[config.mk]
export PLATFORM = sky130hd
export DESIGN_NAME = bbm_driver_nch
export DESIGN_NICKNAME = d
export VERILOG_FILES = /design/src/rtl/bbm_driver_pkg.sv /design/src/rtl/bbm_channel.sv /design/src/rtl/bbm_driver_nch.sv
export SDC_FILE = /design/constraint.sdc
export NUM_CORES = 1
export LEC_CHECK = 0
export ABC_CLOCK_PERIOD_IN_PS = 1400
export CAP_MARGIN = 20
export CORE_MARGIN = 10
export CORE_UTILIZATION = 41
export CTS_BUF_LIST = sky130_fd_sc_hd__clkbuf_16
export DETAILED_ROUTE_END_ITERATION = 16
export GPL_TIMING_DRIVEN = 0
export HOLD_SLACK_MARGIN = 0.02
export PLACE_DENSITY = 0.7
export REMOVE_ABC_BUFFERS = 1
export SLEW_MARGIN = 10
export SYNTH_ARGS = -nofsm -noshare
export SYNTH_HDL_FRONTEND = slang
export SYNTH_SLANG_ARGS = --single-unit
[constraint.sdc]
create_clock -name CELCLK -period 1.4 [get_ports CELCLK]
set_input_delay 0.14 -clock CELCLK [delete_from_list [all_inputs] [get_ports CELCLK]]
set_output_delay 0.14 -clock CELCLK [all_outputs]
set_load 0.005 [all_outputs]
[src/rtl/bbm_driver_pkg.sv]
// Shared types and defaults for the N-channel break-before-make gate-drive sequencer.
package bbm_driver_pkg;

  typedef enum logic [1:0] {
    ST_OFF   = 2'd0,
    ST_DEAD  = 2'd1,
    ST_HS_ON = 2'd2,
    ST_LS_ON = 2'd3
  } bbm_state_t;

  localparam int DTW_DEF  = 6;
  localparam int FILT_DEF = 2;

endpackage

[src/rtl/bbm_channel.sv]
// One break-before-make channel: state machine, dead-time down-counter and optional
// command glitch filter (enabled by BBM_DRIVER_NCH_GLITCH_FILTER_EN).
module bbm_channel
  import bbm_driver_pkg::*;
#(
  parameter int DTW  = DTW_DEF,
  parameter int FILT = FILT_DEF
) (
  input  logic           CELCLK,
  input  logic           CELRST,
  input  logic           en,
  input  logic           c,
  input  logic [DTW-1:0] dt,
  input  logic           force_off,
  output logic           hs,
  output logic           ls
);

  bbm_state_t     state_reg, state_next;
  logic [DTW-1:0] cnt_reg, cnt_next;
  logic           c_eff;

`ifdef BBM_DRIVER_NCH_GLITCH_FILTER_EN
  // The accepted command only moves once FILT consecutive samples agree.
  logic [FILT-1:0] hist_reg;
  logic            c_filt_reg;

  always_ff @(posedge CELCLK) begin
    if (CELRST) begin
      hist_reg   <= '0;
      c_filt_reg <= 1'b0;
    end else begin
      hist_reg <= (hist_reg << 1) | FILT'(c);
      if (&hist_reg)
        c_filt_reg <= 1'b1;
      else if (~|hist_reg)
        c_filt_reg <= 1'b0;
    end
  end

  assign c_eff = c_filt_reg;
`else
  logic unused_filt_cfg;
  assign unused_filt_cfg = (FILT > 0);
  assign c_eff = c;
`endif

  always_ff @(posedge CELCLK) begin
    if (CELRST) begin
      state_reg <= ST_OFF;
      cnt_reg   <= '0;
    end else begin
      state_reg <= state_next;
      cnt_reg   <= cnt_next;
    end
  end

  // Shutdown beats every other transition; the dead-time count is thrown away.
  always_comb begin
    state_next = state_reg;
    cnt_next   = cnt_reg;
    if (force_off || !en) begin
      state_next = ST_OFF;
      cnt_next   = '0;
    end else begin
      unique case (state_reg)
        ST_OFF: begin
          state_next = ST_DEAD;
          cnt_next   = dt;
        end
        ST_HS_ON: begin
          if (!c_eff) begin
            state_next = ST_DEAD;
            cnt_next   = dt;
          end
        end
        ST_LS_ON: begin
          if (c_eff) begin
            state_next = ST_DEAD;
            cnt_next   = dt;
          end
        end
        ST_DEAD: begin
          // Target side is chosen at exit, so reversals during dead time are absorbed.
          if (cnt_reg != '0)
            cnt_next = cnt_reg - 1'b1;
          else
            state_next = c_eff ? ST_HS_ON : ST_LS_ON;
        end
        default: begin
          state_next = ST_OFF;
          cnt_next   = '0;
        end
      endcase
    end
  end

  always_comb begin
    hs = 1'b0;
    ls = 1'b0;
    if (state_reg == ST_HS_ON) hs = 1'b1;
    if (state_reg == ST_LS_ON) ls = 1'b1;
  end

endmodule

[src/rtl/bbm_driver_nch.sv]
// N-channel break-before-make gate-drive sequencer: owns the fault latch and command
// polarity; optional glitch filter per channel via BBM_DRIVER_NCH_GLITCH_FILTER_EN.
module bbm_driver_nch
  import bbm_driver_pkg::*;
#(
  parameter int             NCH      = 1,
  parameter int             DTW      = DTW_DEF,
  parameter logic [NCH-1:0] INV_MASK = '0,
  parameter int             FILT     = FILT_DEF
) (
  input  logic           CELCLK,
  input  logic           CELRST,
  input  logic [NCH-1:0] en,
  input  logic [NCH-1:0] i,
  input  logic [DTW-1:0] dt,
  input  logic           fault,
  input  logic           fault_clr,
  output logic [NCH-1:0] hs,
  output logic [NCH-1:0] ls,
  output logic           fault_lat
);

  logic           fault_lat_reg, fault_lat_next;
  logic           force_off;
  logic [NCH-1:0] c;

  // A fault raised in the same cycle as a clear keeps the latch set.
  always_comb begin
    fault_lat_next = fault_lat_reg;
    if (fault)
      fault_lat_next = 1'b1;
    else if (fault_clr)
      fault_lat_next = 1'b0;
  end

  always_ff @(posedge CELCLK) begin
    if (CELRST)
      fault_lat_reg <= 1'b0;
    else
      fault_lat_reg <= fault_lat_next;
  end

  assign fault_lat = fault_lat_reg;
  assign force_off = fault_lat_reg | fault;
  assign c         = i ^ INV_MASK;

  generate
    for (genvar gi = 0; gi < NCH; gi++) begin : g_ch
      bbm_channel #(
        .DTW  (DTW),
        .FILT (FILT)
      ) u_ch (
        .CELCLK    (CELCLK),
        .CELRST    (CELRST),
        .en        (en[gi]),
        .c         (c[gi]),
        .dt        (dt),
        .force_off (force_off),
        .hs        (hs[gi]),
        .ls        (ls[gi])
      );
    end
  endgenerate

endmodule

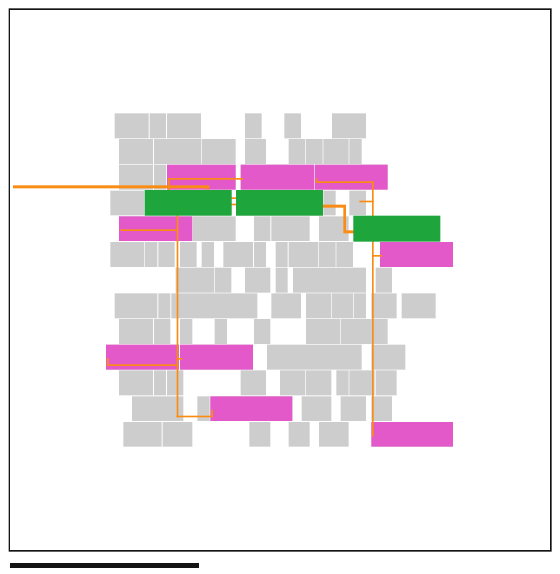
Fig. 1. Routed clock nets over the placement.
Bar = 20 um.
cells driving clock nets: in green, count 3. clock wires: in orange, length 147 um. flip-flops: in magenta, count 9.
There are 4 routed clock nets.

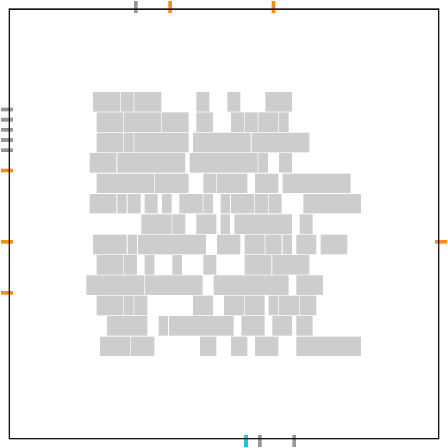
Fig. 2. I/O pins on the die edge.
Pins as bars across the die edge, other pins in grey.
dt: in orange, pins 6, direction input, edge 3 left, 2 top, 1 right. i: in cyan, pins 1, direction input, edge bottom.
All pins by edge: 8 left, 3 top, 3 bottom, 1 right.

==> results.toml <==
# yosys + openroad results
[outcome]
status = "finished, final reports clean"

[synthesis]
top_area_frac = 0.319
synth_cells = 68
ys_area_sq_um = 566
ys_types = 33
flop_cell = "dfxtp_1"
syn_area_sq_um = 566
synth.cellmix.simpleShare = 0.263
top_cells_by_area = "dfxtp_1 32%, a21oi_1 8.0%, nor2_1 6.0%"
numSynthFlops = 9
logic_family = "AND-OR/OR-AND gates"
yosysCellCount = 68

[final_timing]
slew_headroom = 0.739
hold_viol = 0
period_minus_slack_ns = 1.37

[setup_path]
cp_top_family = "buffers and inverters"
cp_slowest_cell = "clkdlybuf4s50_1"
reg2reg_setup_slack_ns = 0.05
crit_arrival_ns = 1.23
worstPathCellList = "and2_2 > clkdlybuf4s50_1"
critical_path.max_stage_delay_ns = 0.50
crit_path_end_kind = "output pin"
startpoint = "g_ch[0].u_ch.state_reg[0]$_SDFFE_PP0P_"
r2r-start = "g_ch[0].u_ch.cnt_reg[3]$_SDFFE_PP0P_"

[floorplanning]
num_io_pins = 15
fp.dieW_um = 57.1
fp_util = 0.435

[clock_network]
cts-resized-gates = 13
path_clk_slew_ns = 0.04
cts_hold_buffers = 0
clock_latency_ns = 0.24
post_cts_buffers = 4

[worst_hold_path]
hold_class = "reg -> reg"
hold_path.startpoint = "g_ch[0].u_ch.cnt_reg[4]$_SDFFE_PP0P_"

[pwr]
seqPwrFrac = 0.298
p_leak_uw = 0.000368
p_clk_uw = 509

[route]
drt-pass1-iter-count = 4
routed_wl_mm = 1.65
top_layer_used = "met3"

[final_layout]
final_area_sq_um = 897

[grt]
grt_max_degree = 11
globalRouteTotalUtil = 0.0914

[placement]
io_buffers = 14
dp_cells = 94
dpl_cell_area_sq_um = 704

[flow_run]
tool_warnings = 27
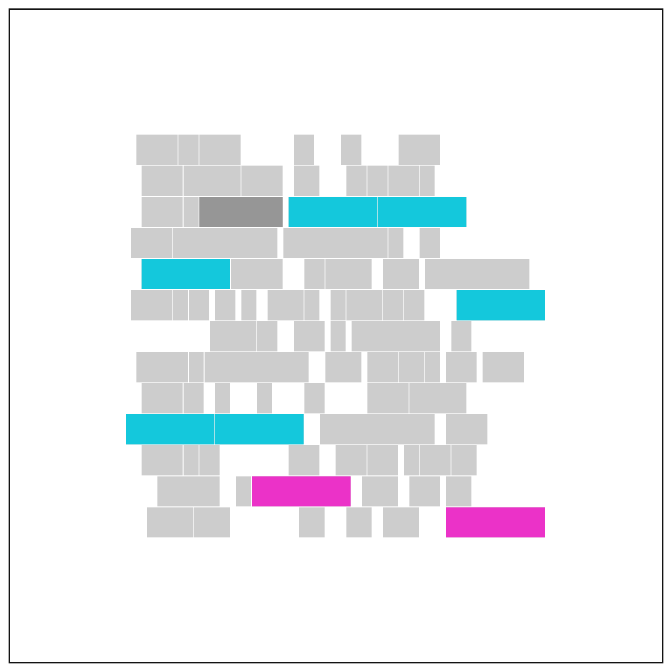
Fig. 3. Register map, names as in the netlist.
Other sequential cells in the stronger grey, the rest of the logic in the fainter grey.
g_ch.u_ch.cnt_reg: in cyan, placed flops 6. g_ch.u_ch.state_reg: in magenta, placed flops 2.
Another 1 sequential cells are not coloured.

[cell usage after synthesis (all sizes together) (2+ instances only)]
cell and number:
inv 5, nor2 9, o21ai 6, dfxtp 9
ha 2, nand2 2, a21oi 9, buf 2
nor2b 3, and2 3
[cell type report]
| cell class | count | area [sq um] |
|---|---|---|
| clock buffers | 3 | 75.1 |
| clock inverters | 1 | 5.00 |
| fillers | 113 | 404 |
| inverters | 5 | 21.3 |
| multi-input cells | 51 | 394 |
| flip-flops and latches | 9 | 195 |
| well taps | 15 | 18.8 |
| repair buffers | 20 | 188 |
[cells in the final DEF, fill, tap and decap left out, types with 3 or more instances in the layout]
master	count
clkdlybuf4s50_1	13
a21oi_1	9
buf_4	5
dfxtp_2	6
inv_1	3
clkbuf_16	3
o21ai_0	4
nor2_1	9
